==> run_1/wire_density.png <==
8 x 12 tiles, from white (low) to dark blue (high), scaled to the fullest tile. Values are wire area over tile area, all layers added.
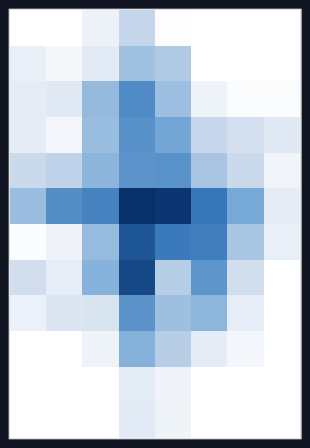
==> run_1/port_nets.png <==
The bar under the picture is 10 um long.
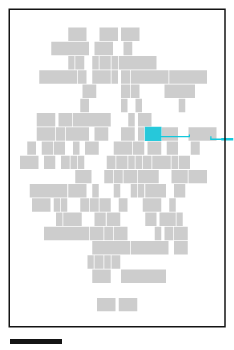
==> run_1/final_placement.png <==
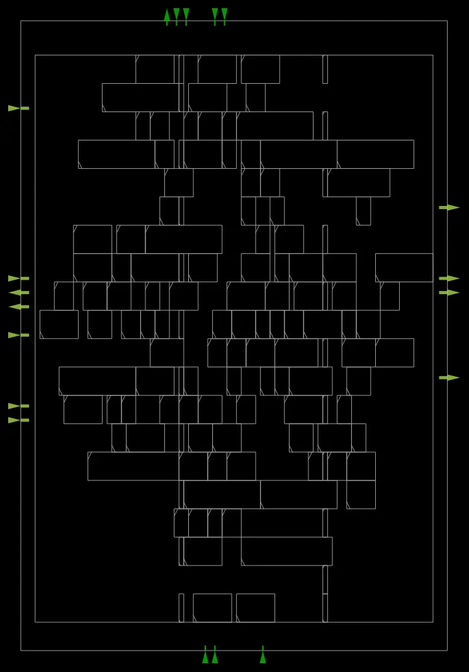
==> config.mk <==
export PLATFORM = sky130hd
export DESIGN_NAME = encode8to3_scan
export DESIGN_NICKNAME = d
export VERILOG_FILES = /design/src/rtl/encode8to3_scan.sv
export SDC_FILE = /design/constraint.sdc
export NUM_CORES = 1
export LEC_CHECK = 0
export CAP_MARGIN = 20
export CORE_ASPECT_RATIO = 1.5
export CORE_UTILIZATION = 28
export DETAILED_ROUTE_END_ITERATION = 7
export RECOVER_POWER = 100
export SYNTH_ARGS = -nofsm -noshare
export SYNTH_HDL_FRONTEND = slang
export SYNTH_SLANG_ARGS = --single-unit
==> constraint.sdc <==
create_clock -name clk -period 2.83 [get_ports clk]
set_clock_uncertainty 0.15 [all_clocks]
set_input_delay 0.7075 -clock clk [delete_from_list [all_inputs] [get_ports clk]]
set_output_delay 0.7075 -clock clk [all_outputs]
set_load 0.05 [all_outputs]
==> src/rtl/encode8to3_scan.sv <==
// Streaming 8-to-3 encoder: emits the index of every set bit of an accepted vector, one per handshake.
// Define ENCODE8TO3_MSB_FIRST_EN to scan highest bit first; default order is lowest bit first.
module encode8to3_scan (
  input  logic       clk,
  input  logic       rst,
  input  logic [7:0] vec_in,
  input  logic       in_valid,
  output logic       in_ready,
  output logic       sel1,
  output logic       sel2,
  output logic       sel3,
  output logic       out_valid,
  input  logic       out_ready,
  output logic       out_last,
  output logic       zero_err
);

  typedef enum logic {StIdle, StScan} state_e;

  state_e     state;
  logic [7:0] pending;
  logic [2:0] idx;
  logic       single;
  logic       scan;

  // Later iterations win, so the loop direction sets the scan order.
  always_comb begin
    idx = 3'd0;
`ifdef ENCODE8TO3_MSB_FIRST_EN
    for (int i = 0; i < 8; i++) begin
      if (pending[i]) idx = i[2:0];
    end
`else
    for (int i = 7; i >= 0; i--) begin
      if (pending[i]) idx = i[2:0];
    end
`endif
  end

  always_comb begin
    single              = (pending != 8'd0) && ((pending & (pending - 8'd1)) == 8'd0);
    scan                = (state == StScan);
    in_ready            = !scan;
    out_valid           = scan;
    out_last            = scan && single;
    {sel1, sel2, sel3}  = scan ? idx : 3'b000;
  end

  always_ff @(posedge clk) begin
    if (rst) begin
      state    <= StIdle;
      pending  <= 8'd0;
      zero_err <= 1'b0;
    end else begin
      zero_err <= 1'b0;
      unique case (state)
        StIdle: begin
          if (in_valid) begin
            if (vec_in != 8'd0) begin
              pending <= vec_in;
              state   <= StScan;
            end else begin
              zero_err <= 1'b1;
            end
          end
        end
        StScan: begin
          if (out_ready) begin
            pending <= pending & ~(8'd1 << idx);
            if (single) state <= StIdle;
          end
        end
        default: state <= StIdle;
      endcase
    end
  end

endmodule

==> results.cfg, run 1 <==
; generated from flow reports
[critical_path]
critical_path_buf_inv_count = 1
startpoint_type = register
cp_top_family = simple AND/OR/NAND/NOR gates
crit_chain = or4_4, and3_4, o32a_1, and2_4, buf_8
crit_slowest_cell = or4_4
crit_required_ns = 1.97
cp_data_arrival_time_ns = 1.95
worstSetupPathType = register to primary output
cp_max_fo = 4
cp-end-kind = primary output
cp_slowest_stage_delay_ns = 0.52

[logic_synthesis]
synthesis.nets = 101
avgSynthCellArea_um2 = 7.16
synth-seq-cells = 10
yosys_warnings = 0
syn-cell-area_um2 = 637
yosysSeqAreaShare = 0.314
syn_inst = 89
synth_chip_area_um2 = 637
yosysCellCount = 89
yosysUniqueCellTypes = 31

[final_layout]
largest_reg_flops = 8
nets = 127
area_growth_pct = 46.0
stdcell_area_um2 = 930
top_register = pending
antenna_cells = 0
layout-drive-gt1-share = 0.204

[detailed_routing]
route.met3.wl_um = 56
dr.pass1.iters = 4
wl_mm = 1.77
viasPerCell = 5.42
wl_met1_um = 729
wl_met2_um = 913
vias = 732
drt_iter0_drc = 12
top_layer = met4
route.detailed.drc = 0
wl_per_cell_um = 13.1
final_antenna_net_count = 0

[flow_run]
log.warning_count = 27
drv_cap = 0

[die]
die_w_um = 40.9
row_count = 20
die_h_um = 60.4
initCoreUtil = 0.307
io_pins = 19
die_area_um2 = 2470

[grt]
overflow = 0
use_met3 = 0.0256
grt_pass1_vias = 679
gr-usage-met1 = 0.180
antenna_found_initial = 0
grt_pass1_wl_mm = 2.79
use_met2 = 0.286
grt_max_degree = 12
grt_use_total = 0.170
busiest_layer = met2

[place]
place.gp.congestion = 0.895
place_area_um2 = 865
dp.final_hpwl_mm = 1.37
portBuffers = 18

[run_status]
status = complete, no violations

[pwr]
p_per_area_nw_per_um2 = 475
peakVddDrop_uv = 250
p_leak_nw = 0.357
p_total_uw = 442

[clocking]
cts_num_sinks = 10
cts_buffers = 3
cts_tree = done
insertion_delay_ns = 0.27
ctsHoldBuffers = 0
clock_path_buffers = 2
htree_levels = 1
clk_pin_slew_ns = 0.06
clockRootBuffer = clkbuf_4

[sta]
rsz0062_at_grt = true
finalHoldViolCount = 0
maxSlewHeadroom = 0.662
post-route-min-period_ns = 2.81
setup_violations = 0
max_freq_mhz = 356
period_used_share = 0.993
worst_slew_pin_slew_ns = 0.505
slew_violations = 0

[worst_hold_path]
worstHoldPathType = register to register
-- wire_density.png (at the start) --
emptiest ninth of the die	south-west
fullest tile	0.49
mean over tiles	0.11
nearly empty tiles	27%
densest ninth of the die	centre

-- port_nets.png (at the start) --
port	colour	bits	direction	end cells	wire
out_last	cyan	1	output	1	8.50 um

-- final_placement.png (at the start) --
core box area: 2080 um2
final core occ: 0.448
post-route insts no fill: 135

## run 1: final cells by class
| type | instances | area [um2] |
|---|---|---|
| fillers | 214 | 1150 |
| flip-flops and latches | 10 | 208 |
| inverters | 4 | 16.3 |
| well taps | 22 | 27.5 |
| multi-input cells | 70 | 414 |
| repair buffers | 26 | 241 |
| clock buffers | 3 | 22.5 |
## run 1: kinds of logic (layout without fill, tap and decap cells)
group,Yosys count,after routing,share of synthesized area
compound gates,27,27,0.273
buf+inv,9,33,0.0629
flops,10,10,0.314
fa+ha+maj,1,1,0.0157
simple gates,40,40,0.306
xor+xnor,2,2,0.0275
## run 1: stage by stage
step | TNS, ns | setup slack [ns] | hold slack (ns) | std cells
after CTS | 0 | 0.0157 | 0.386 | 132
after detailed placement | 0 | 0.213 | 0.409 | 128
final | 0 | 0.0192 | 0.429 | 135
after floorplan | 0 | 0.160 | 0.349 | 89
after global routing | -0.0181 | -0.0181 | 0.446 | 135
after global placement | 0 | 0.246 | 0.405 | 128
## run 1: timing repair
| item | 4_1_cts | 5_1_grt |
|---|---|---|
| pin swaps | 0 | 3 |
| endpoints found under the setup margin | 1 | 1 |
| hold endpoints to repair | 0 | 0 |
| setup buffers | 1 | 3 |
| resized | 3 | 5 |
## run 1: synthesized netlist by cell type, drive strengths merged
| cell | number | area share |
|---|---|---|
| or3 | 1 | 0.0098 |
| nor4 | 4 | 0.039 |
| nor2b | 2 | 0.020 |
| o311a | 1 | 0.016 |
| and3 | 2 | 0.028 |
| clkinv | 1 | 0.0059 |
| xnor2 | 2 | 0.028 |
| a31oi | 2 | 0.029 |
| a211oi | 2 | 0.024 |
| buf | 2 | 0.020 |
| nand2 | 11 | 0.065 |
| or4 | 1 | 0.012 |
| a221oi | 1 | 0.014 |
| maj3 | 1 | 0.016 |
| inv | 3 | 0.018 |
| nand2b | 2 | 0.020 |
| a21oi | 11 | 0.086 |
| and2 | 2 | 0.020 |
| o21ai | 6 | 0.047 |
| dfxtp | 10 | 0.31 |
| clkbuf | 3 | 0.020 |
| o31ai | 1 | 0.012 |
| o21ba | 1 | 0.016 |
| nor2 | 12 | 0.071 |
| nor3 | 3 | 0.024 |
| o32a | 1 | 0.016 |
| a2bb2oi | 1 | 0.014 |
## run 1: where the power goes
| part | internal (mW) | switching [mW] |
|---|---|---|
| combinational | 0.0869 | 0.0939 |
| clock | 0.0490 | 0.0462 |
| sequential | 0.150 | 0.0156 |
| total | 0.286 | 0.156 |
## run 1: final timing paths
| path | from | end | slack [ns] | cells past startpoint |
|---|---|---|---|---|
| max | pending[5] | out_last | 0.02 | 5 |
| min | pending[2] | pending[2] | 0.43 | 2 |
| max reg2reg | pending[5] | out_valid | 0.80 | 6 |
| min reg2reg | pending[2] | pending[2] | 0.43 | 2 |
## run 1: placed cells by master (no fill, tap or decap), drive strengths merged, types with 3 or more instances in the layout
| cell type | instances |
|---|---|
| nor2 | 12 |
| nand2 | 11 |
| nor3 | 3 |
| buf | 9 |
| clkdlybuf4s50 | 10 |
| nor4 | 4 |
| o21ai | 6 |
| clkbuf | 6 |
| a21oi | 11 |
| dfxtp | 10 |
| dlygate4sd3 | 4 |
| inv | 3 |
==> run 2: changes to the inputs <==
- SETUP_SLACK_MARGIN: unset -> 0.4
==> run_2/wire_density.png <==
8 x 12 tiles, from white (low) to dark blue (high), scaled to the fullest tile. Values are wire area over tile area, all layers added.
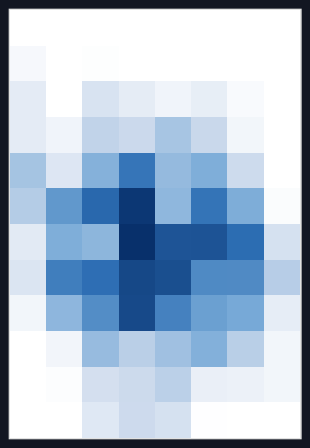
densest ninth of the die	centre
fullest tile	0.48
mean over tiles	0.13
emptiest ninth of the die	north-east
tiles over half the peak	21%

==> run 2 against run 1 <==
Compared with the run above:
- register-to-register slack worse by 0.19 ns
- sequential share of layout area down 0.66 points
- sequential cell count unchanged
==> results.cfg, run 2 <==
; generated from flow reports
[run_status]
status = complete, no violations

[logic_synthesis]
netlist.area_leader.share = 0.314
largest_area_cell = dfxtp_1
yosysUniqueCellTypes = 31
flop_cell = dfxtp_1
syn-cell-area_um2 = 637
edf_count = 0
yosysSeqAreaShare = 0.314
yosys_warnings = 0
area_leaders = dfxtp_1, a21oi_1, nor2_1
syn_inst = 89
synth_top_cell_by_count = nor2_1
synth-seq-cells = 10
synthesis.nets = 101
netlist_top_cells_count = nor2_1, a21oi_1, nand2_1
async_reset_ff_frac = 0
yosysCellCount = 89

[final_layout]
instances_no_fill = 139
nets = 130
stdcell_area_um2 = 970
fillers = 217
antenna_cells = 0
layout_top_cells = nor2_1, nand2_1, a21oi_1, clkdlybuf4s50_1, buf_4
area_growth_pct = 52.3
flop_area_um2 = 210
layout_top_cell = nor2_1
largest_reg_flops = 8
layout-drive-gt1-share = 0.256
top_register = pending
post-route-util = 0.467
logic_area_um2 = 408

[critical_path]
crit_chain = or4_1, and3_4, o32a_1, and2_4, buf_8
crit_slowest_cell = or4_1
cp_max_fo = 2
worstSetupPathType = register to primary output
critical_path_buf_inv_count = 1
cp_data_arrival_time_ns = 1.88
crit_required_ns = 1.97
startpoint_type = register
cp_slowest_stage_delay_ns = 0.49
cp-end-kind = primary output
cp_top_family = simple AND/OR/NAND/NOR gates

[pwr]
peakVddDrop_uv = 243
p_per_area_nw_per_um2 = 508
p_total_uw = 492

[die]
row_count = 20
io_pins = 19
initCoreUtil = 0.307
die_area_um2 = 2470
die_h_um = 60.4
coreArea_um2 = 2080
die_w_um = 40.9

[grt]
grt_max_degree = 12
grt_pass1_wl_mm = 3.06
overflow = 0
antenna_found_initial = 0
grt_use_total = 0.184

[detailed_routing]
drt_iter0_drc = 25
vias = 783
viasPerCell = 5.63
final_antenna_net_count = 0
wl_per_cell_um = 14.3
route.detailed.drc = 0
dr.pass1.iters = 5

[sta]
slew_violations = 0
setup_violations = 0
postLayoutSetupSlackWorst_ns = 0.0889
maxSlewHeadroom = 0.665
finalHoldViolCount = 0
post-route-min-period_ns = 2.74
tns_ns = 0
worst_slew_pin_slew_ns = 0.500
holdWs_ns = 0.399
rsz0062_at_grt = true

[flow_run]
drv_cap = 0
log.warning_count = 29

[clocking]
clk_pin_slew_ns = 0.07
clock_path_buffers = 2
clockRootBuffer = clkbuf_4
cts_buffers = 3
htree_levels = 1
cts_num_sinks = 10
cts_tree = done

[place]
dp_slack_ns = 0.218
portBuffers = 18
dp.final_hpwl_mm = 1.42
place_area_um2 = 865
place.gp.congestion = 0.829
dp_cells = 127

[worst_hold_path]
worstHoldPathType = register to register
==> run_2/met2.png <==
The bar under the picture is 10 um long.
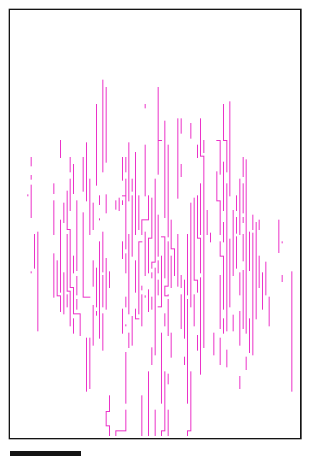
longest straight run	27.0 um
share of all routed wire	53%
wire length on this layer	1050 um
nets with wire on the layer	115
Post-Route WL: 1.99 mm
met2 Use GR: 0.313

==> run 2: cell counts after synthesis <==
Identical to the previous run, type by type.
==> run 2: kinds of logic after synthesis <==
kind of cell | Yosys count | synth area share
and+or+nand+nor | 40 | 0.306
adders and majority gates | 1 | 0.0157
buffers and inverters | 9 | 0.0629
xor gates and xnor gates | 2 | 0.0275
DFF | 10 | 0.314
AOI/OAI and AO/OA | 27 | 0.273
==> run 2: power breakdown <==
part / leakage (nW) / switching (mW) / internal, mW / total (mW)
clock: 0.0210 / 0.0507 / 0.0781 / 0.129
combinational: 0.282 / 0.0983 / 0.0980 / 0.196
sequential: 0.0843 / 0.0169 / 0.150 / 0.167
total: 0.387 / 0.166 / 0.326 / 0.492
==> run 2: routing by layer <==
layer  wire length (um)  track usage
met2               1050        0.313
met3                 96       0.0110
met4                 66        0.133
met5                  0            0
met1                770        0.201
==> run 2: repair_timing <==
| action | CTS | global route |
|---|---|---|
| setup endpoints to repair | 6 | 5 |
| hold buffers | 0 | 0 |
| setup buffers | 6 | 2 |
| pin swaps | 4 | 3 |
| resized | 11 | 6 |
==> run 2: worst paths after layout <==
| path | from | endpoint | slack (ns) | cells past startpoint |
|---|---|---|---|---|
| max | pending[5] | out_last | 0.09 | 5 |
| min | pending[7] | pending[7] | 0.40 | 2 |
| max reg2reg | pending[5] | pending[6] | 0.61 | 8 |
| min reg2reg | pending[7] | pending[7] | 0.40 | 2 |
==> run 2: area by class of cell <==
cell class                      instances  area share
Clock buffer                            4      0.0374
Inverter                                4      0.0168
Multi-Input combinational cell         70       0.421
Sequential cell                        10       0.217
Tap cell                               22      0.0284
Timing Repair Buffer                   29       0.280
==> run 2: tightest hold or removal path, stage by stage, from the launching register on <==
cell and delay (ns):
dfxtp_2 0.35, o21ai_0 0.09, a21oi_1 0.07
No activity file was given, so power comes from the tool's default toggle rates.
